$ cat src/rtl/alu_result_writeback.sv
// rtl/alu_result_writeback.sv - execute write-back stage: result select, size extension, one-entry output register
//
// Ports:
//   clk, rstN                      clock (rising edge), asynchronous active-low reset
//   inValid / inReady              upstream retire handshake
//   aluResult, memData, pc         ALU output (low two bits are the load byte offset), load word, PC
//   rtAddr, rdAddr                 candidate destination fields
//   regDst, resultSrc              destination select, result source select
//   loadSize, loadSigned           load width and extension mode
//   regWrite                       instruction writes a register
//   wbValid / wbReady              held entry handshake towards the register file
//   wbWrite, wbAddr, wbData        register file write port
//   alignErr                       held entry is a misaligned load
//   retireCount                    entries drained since reset
module alu_result_writeback #(
   parameter int DATA_W     = 32,
   parameter int REG_ADDR_W = 5,
   parameter int LINK_REG   = 31
) (
   input  logic                  clk,
   input  logic                  rstN,
   input  logic                  inValid,
   output logic                  inReady,
   input  logic [DATA_W-1:0]     aluResult,
   input  logic [DATA_W-1:0]     memData,
   input  logic [DATA_W-1:0]     pc,
   input  logic [REG_ADDR_W-1:0] rtAddr,
   input  logic [REG_ADDR_W-1:0] rdAddr,
   input  logic [1:0]            regDst,
   input  logic [1:0]            resultSrc,
   input  logic [1:0]            loadSize,
   input  logic                  loadSigned,
   input  logic                  regWrite,
   output logic                  wbValid,
   input  logic                  wbReady,
   output logic                  wbWrite,
   output logic [REG_ADDR_W-1:0] wbAddr,
   output logic [DATA_W-1:0]     wbData,
   output logic                  alignErr,
   output logic [31:0]           retireCount
);

   localparam logic [1:0] SRC_ALU  = 2'd0;
   localparam logic [1:0] SRC_LOAD = 2'd1;
   localparam logic [1:0] SRC_LINK = 2'd2;

   localparam logic [1:0] SIZE_HALF = 2'd1;
   localparam logic [1:0] SIZE_BYTE = 2'd2;

   logic                  valid_q;
   logic                  write_q;
   logic [REG_ADDR_W-1:0] addr_q;
   logic [DATA_W-1:0]     data_q;
   logic                  align_q;
   logic [31:0]           count_q;

   logic accept;
   logic drain;

   logic [1:0]            offset;
   logic [15:0]           half_sel;
   logic [7:0]            byte_sel;
   logic [DATA_W-1:0]     load_val;
   logic                  misalign;
   logic [DATA_W-1:0]     sel_data;
   logic [REG_ADDR_W-1:0] sel_addr;
   logic                  sel_write;

   assign inReady = !valid_q || wbReady;
   assign accept  = inValid && inReady;
   assign drain   = valid_q && wbReady;

   always_comb begin
      offset   = aluResult[1:0];
      half_sel = offset[1] ? memData[31:16] : memData[15:0];
      byte_sel = memData[7:0];
      case (offset)
         2'd0:    byte_sel = memData[7:0];
         2'd1:    byte_sel = memData[15:8];
         2'd2:    byte_sel = memData[23:16];
         default: byte_sel = memData[31:24];
      endcase

      // Reserved size 3 behaves as a word load, including its alignment rule.
      misalign = 1'b0;
      load_val = memData;
      if (loadSize == SIZE_HALF) begin
         misalign = offset[0];
         load_val = loadSigned ? {{(DATA_W-16){half_sel[15]}}, half_sel}
                               : {{(DATA_W-16){1'b0}}, half_sel};
      end else if (loadSize == SIZE_BYTE) begin
         load_val = loadSigned ? {{(DATA_W-8){byte_sel[7]}}, byte_sel}
                               : {{(DATA_W-8){1'b0}}, byte_sel};
      end else begin
         misalign = (offset != 2'd0);
      end
      // Only a load can be misaligned; other sources ignore the offset bits.
      if (resultSrc != SRC_LOAD) begin
         misalign = 1'b0;
      end

      case (resultSrc)
         SRC_ALU:  sel_data = aluResult;
         SRC_LOAD: sel_data = misalign ? '0 : load_val;
         SRC_LINK: sel_data = pc + DATA_W'(4);
         default:  sel_data = '0;
      endcase

      case (regDst)
         2'd0:    sel_addr = rtAddr;
         2'd1:    sel_addr = rdAddr;
         2'd2:    sel_addr = REG_ADDR_W'(LINK_REG);
         default: sel_addr = '0;
      endcase

      sel_write = regWrite && (regDst != 2'd3) && (sel_addr != '0) && !misalign;
   end

   always_ff @(posedge clk or negedge rstN) begin
      if (!rstN) begin
         valid_q <= 1'b0;
         write_q <= 1'b0;
         addr_q  <= '0;
         data_q  <= '0;
         align_q <= 1'b0;
         count_q <= '0;
      end else begin
         if (accept) begin
            valid_q <= 1'b1;
            write_q <= sel_write;
            addr_q  <= sel_addr;
            data_q  <= sel_data;
            align_q <= misalign;
         end else if (drain) begin
            // Clear the port so a stale entry never looks like a pending write.
            valid_q <= 1'b0;
            write_q <= 1'b0;
            addr_q  <= '0;
            data_q  <= '0;
            align_q <= 1'b0;
         end
         if (drain) begin
            count_q <= count_q + 32'd1;
         end
      end
   end

   assign wbValid     = valid_q;
   assign wbWrite     = write_q;
   assign wbAddr      = addr_q;
   assign wbData      = data_q;
   assign alignErr    = align_q;
   assign retireCount = count_q;

endmodule

$ cat config.mk
export PLATFORM = sky130hd
export DESIGN_NAME = alu_result_writeback
export DESIGN_NICKNAME = d
export VERILOG_FILES = /design/src/rtl/alu_result_writeback.sv
export SDC_FILE = /design/constraint.sdc
export NUM_CORES = 1
export LEC_CHECK = 0
export ABC_AREA = 0
export CAP_MARGIN = 10
export CELL_PAD_IN_SITES_DETAIL_PLACEMENT = 1
export CELL_PAD_IN_SITES_GLOBAL_PLACEMENT = 2
export CORE_MARGIN = 4
export CORE_UTILIZATION = 27
export CTS_BUF_LIST = sky130_fd_sc_hd__clkbuf_16
export CTS_CLUSTER_SIZE = 8
export DETAILED_ROUTE_END_ITERATION = 10
export GPL_ROUTABILITY_DRIVEN = 1
export PLACE_DENSITY = 0.92
export SETUP_SLACK_MARGIN = 0.5
export SLEW_MARGIN = 20
export SYNTH_ARGS = -nofsm -noshare
export SYNTH_HDL_FRONTEND = slang
export SYNTH_SLANG_ARGS = --single-unit
export TNS_END_PERCENT = 1
$ cat constraint.sdc
create_clock -name clk -period 4.6 [get_ports clk]
set_clock_uncertainty 0.2 [all_clocks]
set_input_delay 0.46 -clock clk [delete_from_list [all_inputs] [get_ports clk]]
set_output_delay 0.46 -clock clk [all_outputs]
set_load 0.01 [all_outputs]
Fig. 1: run 1, met1 routing
Drawn at 3 px/um. Supply wires on this layer in grey.
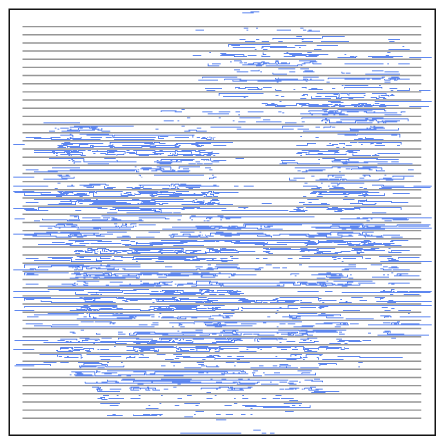
main direction: horizontal
nets with wire on the layer: 751
longest straight run: 55.7 um

Fig. 2: run 1, M2 wires
Drawn at 2 px/um. Cells faint in the background.
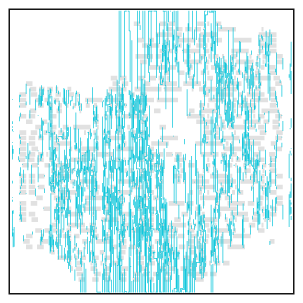
wire length on this layer: 9610 um
nets with wire on the layer: 768

==> results.txt, run 1 <==
run metrics: Setup Fix Bufs, Post-CTS 0, clock buffers 9, vias in the first global route 5400, CP Launch Type primary input, CP Capture Type flip-flop, CTS H-tree lvls 3, top routing layer in use met4, RSZ-0062 raised after global routing no, GR Overflow Total 0, Antenna Cells 0, reg2reg end wbData[22], critical path's slowest cell xnor2_2, switching fraction of total power 0.285, initial antenna violation count 0, Power Density 294 nW/um^2, # IOs 191, n_taps 225, Max Root-Sink Buffers 2, post-synth area from yosys stat 4810 sq um, CP max FO 18, status finished clean, post-DR vias/cell 5.42, Hold WC Path Type in2async, First DRT Iteration DRCs 317, Top cell area share 0.374, met3 WL 1.21 mm, total core area 17400 sq um, Pleak 0.00287 uW, FF-to-FF path depth 7, Post-Syn Instances 540, DRC Markers 0
Fig. 3: run 1, met3 routing
Drawn at 3 px/um.
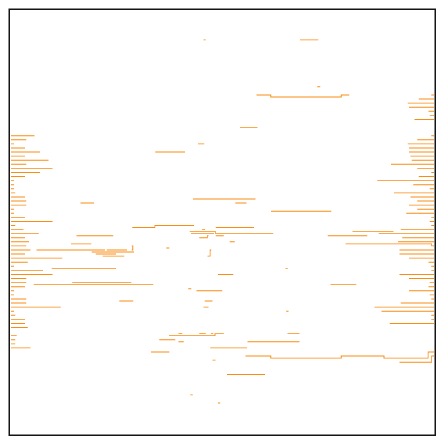
share of all routed wire: 6.1%
main direction: horizontal

Fig. 4: run 1, M4 wires
Drawn at 3 px/um. Supply wires on this layer in grey.
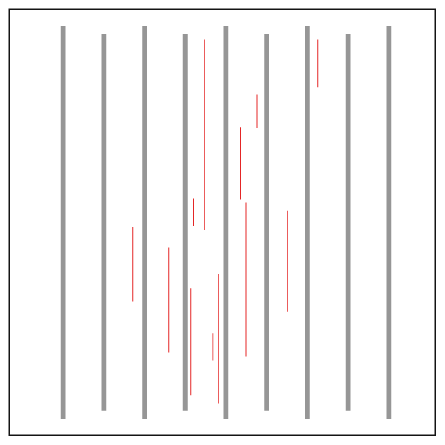
share of all routed wire: 1.8%
longest straight run: 63.2 um
main direction: vertical
nets with wire on the layer: 8

Fig. 5: run 1, placed standard cells
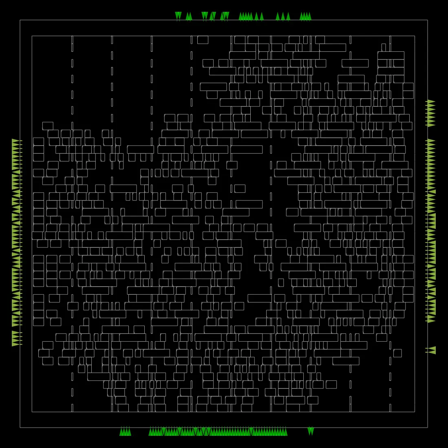

## Run 2: what changed since run 1
- CORE_UTILIZATION: 27 -> 25
- PLACE_DENSITY: 0.92 -> 0.86
- clock period: 4.6 -> 2.83 ns (I/O delays scaled with it)
Fig. 6: run 2, placed standard cells
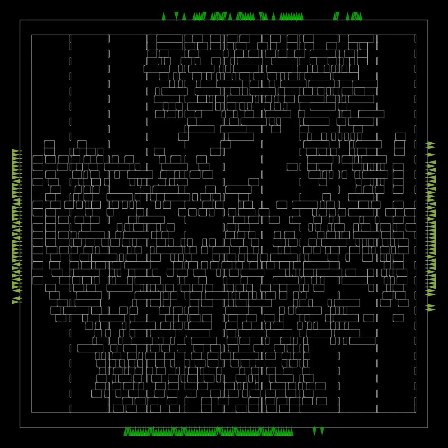
fraction of standard cell area that is sequential: 0.242
FP Rows: 50
Final Instance Count excl. Fillers: 1008

==> run 2 against run 1 <==
Effect of this change:
- final area grew 2.7%
- non-clock buffer count rose by 23
- utilization fell by 2.2 points
==> results.txt, run 2 <==
run metrics: Antenna Cells 3 (+3), FF-to-FF path depth 7 (unchanged), CP max FO 3 (-15), Power Density 436 nW/um^2 (+48%), post-synthesis mux area share 0.0481, CTS H-tree lvls 3 (unchanged), post-DR vias/cell 5.17 (-4.5%), Setup Fix Bufs, Post-CTS 0 (unchanged), # IOs 191 (unchanged), DRC Markers 0 (unchanged), top routing layer in use met4, reg2reg end wbData[21], Post-Syn Instances 540 (unchanged), Hold WC Path Type reg2reg, switching fraction of total power 0.312 (+0.0262), GR Overflow Total 0 (unchanged), critical path's slowest cell or4_1, n_taps 260 (+16%), CP Launch Type primary input, post-synth area from yosys stat 4810 sq um (unchanged), clock buffers 9 (unchanged), Max Root-Sink Buffers 2 (unchanged), Top cell area share 0.374 (unchanged), Pleak 0.00295 uW (+2.8%), total core area 18800 sq um (+8.5%), met3 WL 1.21 mm (-0.25%), RSZ-0062 raised after global routing yes, status finished clean, First DRT Iteration DRCs 288 (-9.1%), CP Capture Type flip-flop
Fig. 7: run 2, M2 wires
Drawn at 2 px/um. Cells faint in the background.
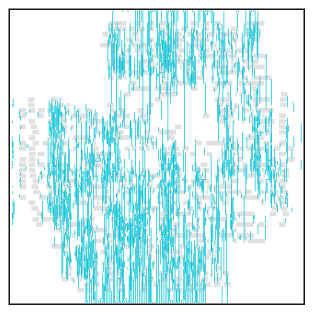
longest straight run: 68.5 um
nets with wire on the layer: 789
main direction: vertical
share of all routed wire: 51%

Fig. 8: run 2, met3 routing
Drawn at 2 px/um.
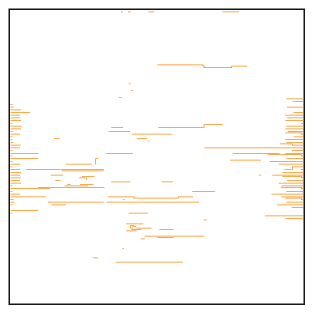

## Run 3: what changed since run 2
- CORE_ASPECT_RATIO: default -> 0.6
Fig. 9: run 3, met3 routing
Drawn at 3 px/um.
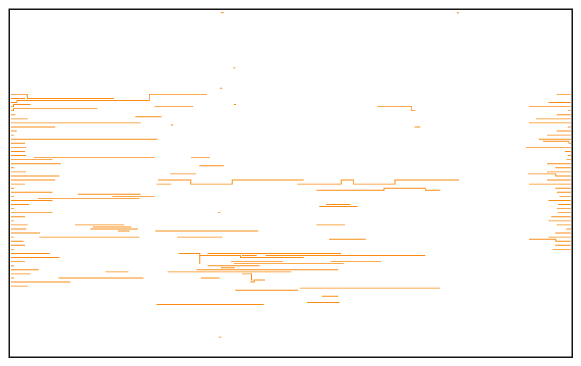
share of all routed wire: 8.1%
longest straight run: 52.9 um
wire length on this layer: 1750 um

==> run 3 against run 2 <==
Effect of this change:
- worst hold slack improved by 0.0050 ns
- cell count decreased by 1.4%
- first-iteration DRC count increased by 40%
- final area increased by 1.2%
- critical path type unchanged
==> results.txt, run 3 <==
run metrics: critical path's slowest cell clkdlybuf4s50_1, Final Instance Count excl. Fillers 994 (-1.4%), Setup Fix Bufs, Post-CTS 0 (unchanged), FP Rows 38 (-24%), Hold WC Path Type reg2reg, n_taps 240 (-7.7%), Comb power frac 0.283, status finished clean, Post-Place Cells 976, Hold Startpoint wbWrite, post-synthesis mux area share 0.0481 (unchanged), CP cell instances clkdlybuf4s50_1 > ha_4 > nand3_4 > or4_1 > or3_1 > a211oi_1 > a221o_1, origin of the critical flop-to-flop path wbValid, GR Overflow Total 0 (unchanged), global-route wire length before repair 33.5 mm, post-synth area from yosys stat 4810 sq um (unchanged), top routing layer in use met5, post-DR vias/cell 5.26 (+1.6%), # IOs 191 (unchanged), setup ws final 0.512 ns, Max Root-Sink Buffers 2 (unchanged), CP Launch Type primary input, met3 WL 1.75 mm (+44%), count of non-CTS inverters in the layout 17, FF-to-FF path depth 8 (+1), switching fraction of total power 0.297 (-0.0141), Top cell area share 0.374 (unchanged), CP max FO 3 (unchanged), fraction of standard cell area that is sequential 0.239 (-0.00278), Storage cell area 1800 sq um, total core area 18500 sq um (-1.8%), Latency at later pin 0.34 ns, First DRT Iteration DRCs 402 (+40%), clock buffers 9 (unchanged), DRC Markers 0 (unchanged), CTS H-tree lvls 3 (unchanged), asr flop ratio synth 1.00, Adder Share, Synth 0.00520, Power Density 457 nW/um^2 (+4.7%), Post-Syn Instances 540 (unchanged), setup TNS 0 ns, Antenna Cells 0 (-3), die y size 115 um, CP Capture Type flip-flop
Fig. 10: run 3, met1 routing
Drawn at 3 px/um. Supply wires on this layer in grey.
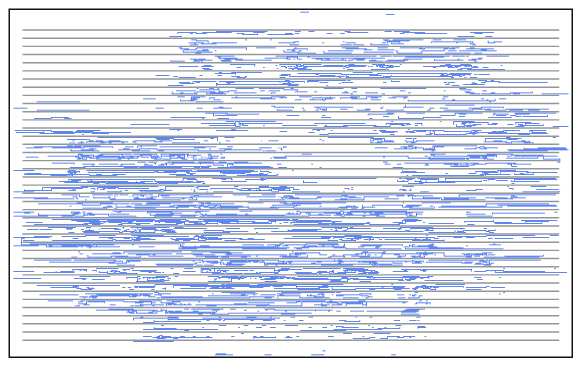
nets with wire on the layer: 780
share of all routed wire: 48%
wire length on this layer: 10400 um

Power is estimated from default activity; no workload was simulated.
